`src/rtl/edge_trig_pkg.sv`:
```
// Shared encodings for the edge-then-delay trigger: edge-select codes, FSM states
// and the edge qualification helper.
package edge_trig_pkg;

   localparam logic [1:0] EDGE_POS = 2'b00;
   localparam logic [1:0] EDGE_NEG = 2'b01;
   localparam logic [1:0] EDGE_ANY = 2'b10;

   typedef enum logic [1:0] {
      IDLE      = 2'd0,
      WAIT_EDGE = 2'd1,
      COUNT     = 2'd2,
      FIRE      = 2'd3
   } state_t;

   // The reserved code 2'b11 behaves like EDGE_ANY.
   function automatic logic edge_hit(input logic [1:0] sel, input logic pos, input logic neg);
      case (sel)
         EDGE_POS: return pos;
         EDGE_NEG: return neg;
         EDGE_ANY: return pos | neg;
         default:  return pos | neg;
      endcase
   endfunction

endpackage

```
`src/rtl/edge_delay_trigger_sync_edge_detect.sv`:
```
// Synchronizer chain plus history flop for the monitored input; emits single-cycle
// pos/neg edge pulses in the clk domain.
module sync_edge_detect #(
   parameter int SYNC_STAGES = 2
) (
   input  logic clk,
   input  logic rst,
   input  logic sig_in,
   output logic pos,
   output logic neg
);

   logic [SYNC_STAGES-1:0] sync_q;
   logic                   s;
   logic                   prev;

   assign s = sync_q[SYNC_STAGES-1];

   always_ff @(posedge clk or posedge rst) begin
      if (rst) begin
         sync_q <= '0;
         prev   <= 1'b0;
      end else begin
         sync_q <= {sync_q[SYNC_STAGES-2:0], sig_in};
         prev   <= s;
      end
   end

   assign pos = s & ~prev;
   assign neg = ~s & prev;

endmodule

```
`src/rtl/edge_delay_trigger.sv`:
```
// Waits for a programmed edge on an async input, counts a programmed delay, then
// pulses fire for one cycle. Option macro: EDGE_DELAY_TRIGGER_RETRIGGER_EN.
//
// state     | meaning
// IDLE      | disarmed, waiting for arm
// WAIT_EDGE | armed, watching for the latched edge type
// COUNT     | edge seen, cnt counting down to zero
// FIRE      | fire pulse cycle, returns to IDLE
module edge_delay_trigger
   import edge_trig_pkg::*;
#(
   parameter int DW          = 8,
   parameter int CW          = 8,
   parameter int SYNC_STAGES = 2
) (
   input  logic          clk,
   input  logic          rst,
   input  logic          arm,
   input  logic          cancel,
   input  logic [1:0]    edge_sel,
   input  logic [DW-1:0] delay,
   input  logic          sig_in,
   output logic          busy,
   output logic          fire,
   output logic [CW-1:0] ev_cnt,
   output logic          missed
);

   state_t        state;
   logic [1:0]    sel_q;
   logic [DW-1:0] dly_q;
   logic [DW-1:0] cnt;
   logic          pos;
   logic          neg;
   logic          hit;

   sync_edge_detect #(.SYNC_STAGES(SYNC_STAGES)) u_sync (
      .clk    (clk),
      .rst    (rst),
      .sig_in (sig_in),
      .pos    (pos),
      .neg    (neg)
   );

   assign hit  = edge_hit(sel_q, pos, neg);
   assign busy = (state != IDLE);

`ifdef EDGE_DELAY_TRIGGER_RETRIGGER_EN
   assign missed = 1'b0;
`else
   logic missed_q;
   assign missed = missed_q;
`endif

   always_ff @(posedge clk or posedge rst) begin
      if (rst) begin
         state  <= IDLE;
         sel_q  <= EDGE_POS;
         dly_q  <= '0;
         cnt    <= '0;
         ev_cnt <= '0;
         fire   <= 1'b0;
`ifndef EDGE_DELAY_TRIGGER_RETRIGGER_EN
         missed_q <= 1'b0;
`endif
      end else begin
         fire <= 1'b0;
         case (state)
            IDLE: begin
               if (arm && !cancel) begin
                  sel_q  <= edge_sel;
                  dly_q  <= delay;
                  ev_cnt <= '0;
`ifndef EDGE_DELAY_TRIGGER_RETRIGGER_EN
                  missed_q <= 1'b0;
`endif
                  state  <= WAIT_EDGE;
               end
            end
            WAIT_EDGE: begin
               if (cancel) begin
                  state <= IDLE;
               end else if (hit) begin
                  if (ev_cnt != '1) ev_cnt <= ev_cnt + 1'b1;
                  if (dly_q == '0) begin
                     fire  <= 1'b1;
                     state <= FIRE;
                  end else begin
                     cnt   <= dly_q - 1'b1;
                     state <= COUNT;
                  end
               end
            end
            COUNT: begin
               if (cancel) begin
                  state <= IDLE;
`ifdef EDGE_DELAY_TRIGGER_RETRIGGER_EN
               end else if (hit) begin
                  // A fresh edge restarts the delay from the latched value.
                  if (ev_cnt != '1) ev_cnt <= ev_cnt + 1'b1;
                  if (dly_q == '0) begin
                     fire  <= 1'b1;
                     state <= FIRE;
                  end else begin
                     cnt <= dly_q - 1'b1;
                  end
`endif
               end else begin
`ifndef EDGE_DELAY_TRIGGER_RETRIGGER_EN
                  if (hit) begin
                     if (ev_cnt != '1) ev_cnt <= ev_cnt + 1'b1;
                     missed_q <= 1'b1;
                  end
`endif
                  if (cnt == '0) begin
                     fire  <= 1'b1;
                     state <= FIRE;
                  end else begin
                     cnt <= cnt - 1'b1;
                  end
               end
            end
            FIRE: begin
               state <= IDLE;
            end
            default: state <= IDLE;
         endcase
      end
   end

endmodule

```
`config.mk`:
```
export PLATFORM = sky130hd
export DESIGN_NAME = edge_delay_trigger
export DESIGN_NICKNAME = d
export VERILOG_FILES = /design/src/rtl/edge_trig_pkg.sv /design/src/rtl/edge_delay_trigger_sync_edge_detect.sv /design/src/rtl/edge_delay_trigger.sv
export SDC_FILE = /design/constraint.sdc
export NUM_CORES = 1
export LEC_CHECK = 0
export CAP_MARGIN = 20
export CORE_AREA = 10 10 68 70
export CTS_BUF_LIST = sky130_fd_sc_hd__clkbuf_2 sky130_fd_sc_hd__clkbuf_4 sky130_fd_sc_hd__clkbuf_8
export CTS_CLUSTER_DIAMETER = 150
export DETAILED_ROUTE_END_ITERATION = 8
export DIE_AREA = 0 0 78 80
export PLACE_DENSITY = 0.83
export SYNTH_ARGS = -nofsm -noshare
export SYNTH_HDL_FRONTEND = slang
export SYNTH_SLANG_ARGS = --single-unit
export TNS_END_PERCENT = 20
```
`constraint.sdc`:
```
create_clock -name clk -period 3.9 [get_ports clk]
set_input_delay 0.78 -clock clk [delete_from_list [all_inputs] [get_ports clk]]
set_output_delay 0.78 -clock clk [all_outputs]
set_load 0.02 [all_outputs]
```
Fig. 1: supply network
The bar under the picture is 20 microns long. Pins as bars on the die edge.
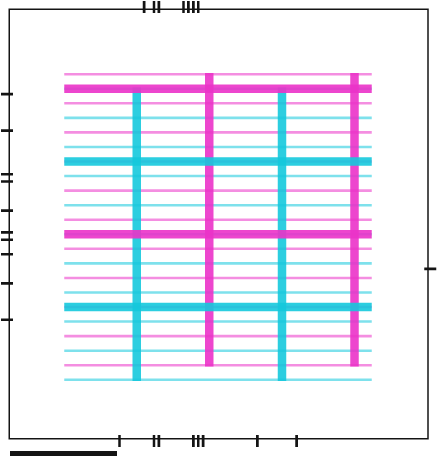
Cyan marks VSS. Magenta marks VDD.
26 signal pins sit on the boundary. 22 met1 rails follow the rows.
core area: 3280 sq um
Peak supply drop: 0.000338 V

Fig. 2: placed cells, one color a class
The bar under the picture is 20 microns long.
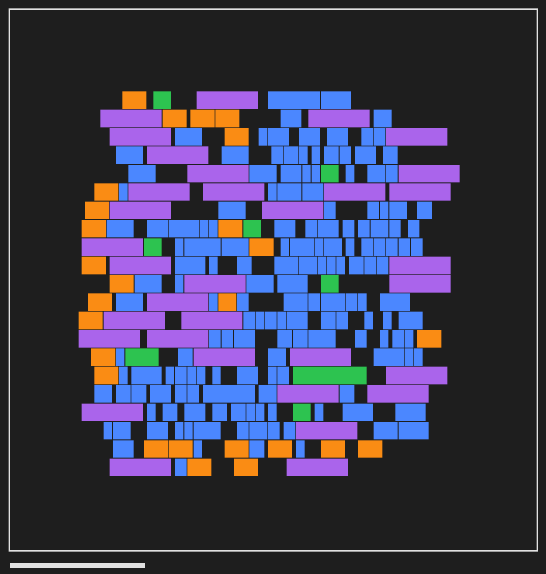
Blue marks combinational and other logic, cells 162, share of their area 48%. Orange marks remaining buffers and delay cells, cells 26, share of their area 11%. Green marks clock drivers and dummy loads, cells 8, share of their area 3.9%. Purple marks sequential cells, cells 33, share of their area 36%.

==> flow_metrics.tcl <==
# place-and-route summary
set metrics [dict create \
    outcome "finished, final reports clean" \
    pwr-share-seq_pct 38.8 \
    clockBufferCount 7 \
    pg_comb_uw 687 \
    rows 21 \
    flop_area_sq_um 826 \
    ys_types 49 \
    post_cts_buffers 0 \
    n_antenna_cell 0 \
    finish.utilization_pct 70.9 \
    dp_cells 267 \
    viasPerCell 6.01 \
    nNonClkBuffers 26 \
    worst_setup_path_startpoint "state[0]" \
    placed_cell_area_sq_um 2240 \
    clkCellAreaFrac_pct 3.82 \
    fmax_mhz 386 \
    crit_arrival_ns 1.81 \
    bufAreaShareNonClock_pct 11.1 \
    routed_wl_microns 4730 \
    ff_count 33 \
    fin_cells 275 \
    drv_cap 0 \
    ff_type "dfrtp_1" \
    syn_area_sq_um 1960 \
    fillers 260 \
    r2r_setup_slack_ns 1.39 \
    p_clk_uw 278 \
    cp_top_family "buffers and inverters" \
    gr-usage-met1_pct 18.5 \
    gp_congestion 0.929 \
    cts_resized 0 \
    ios 26 \
    drive_gt1_share_pct 12.2 \
    grt.busiest_layer "met2" \
    comb_share_pct 45.1 \
    clock_path_buffers 2 \
    period_minus_slack_ns 2.59 \
    use_met2_pct 26.5 \
    antenna_found_initial 0 \
    crit_fanout 6 \
    drcViolationCount 0 \
    reg2reg_from "state[0]" \
    cts_sinks 33 \
    cts-root-buf "clkbuf_4" \
    lay_top_cells "dfrtp_1, clkdlybuf4s50_1, nand2_1, nor2_1, inv_1" \
    cts_tree "built" \
    power_leader "combinational cells" \
    rsz0062_at_grt "false" \
    num_tap_cells 46 \
]
Fig. 3: clock wires, drivers and flops
The bar under the picture is 20 microns long.
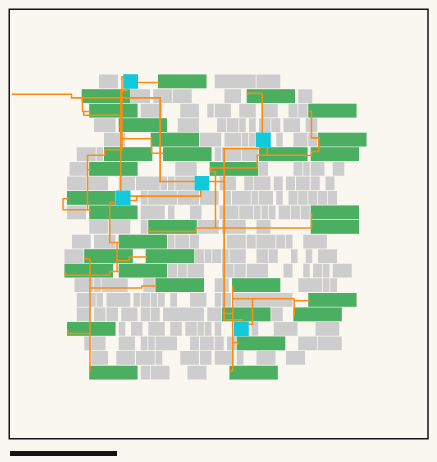
Orange marks clock wires, length 422 microns. Green marks flip-flops, count 33. Cyan marks clock drivers, count 5.
There are 6 routed clock nets.

[cell usage after synthesis, types with 4 or more instances]
master	number	area, sq um
nor4_1	4	25.0
a21oi_1	11	55.1
o21ai_0	9	45.0
ha_1	9	113
nand3_1	6	30.0
nand2_1	17	63.8
o21ai_1	7	35.0
dfrtp_1	33	826
nor2_1	17	63.8
inv_1	13	48.8
nor3_1	4	20.0
mux2_2	10	113
mux2i_1	5	50.1
[logic make-up after synthesis]
family                     after synthesis  share of synthesized area, %
and+or+nand+nor                         65                          17.4
AOI/OAI and AO/OA                       53                          18.6
DFF                                     33                          42.2
buffers and inverters                   19                          4.16
muxes                                   17                          9.65
adders and majority gates                9                          5.75
xor gates and xnor gates                 5                          2.24
Power figures rest on the tool's default switching activity, not on a simulated workload.
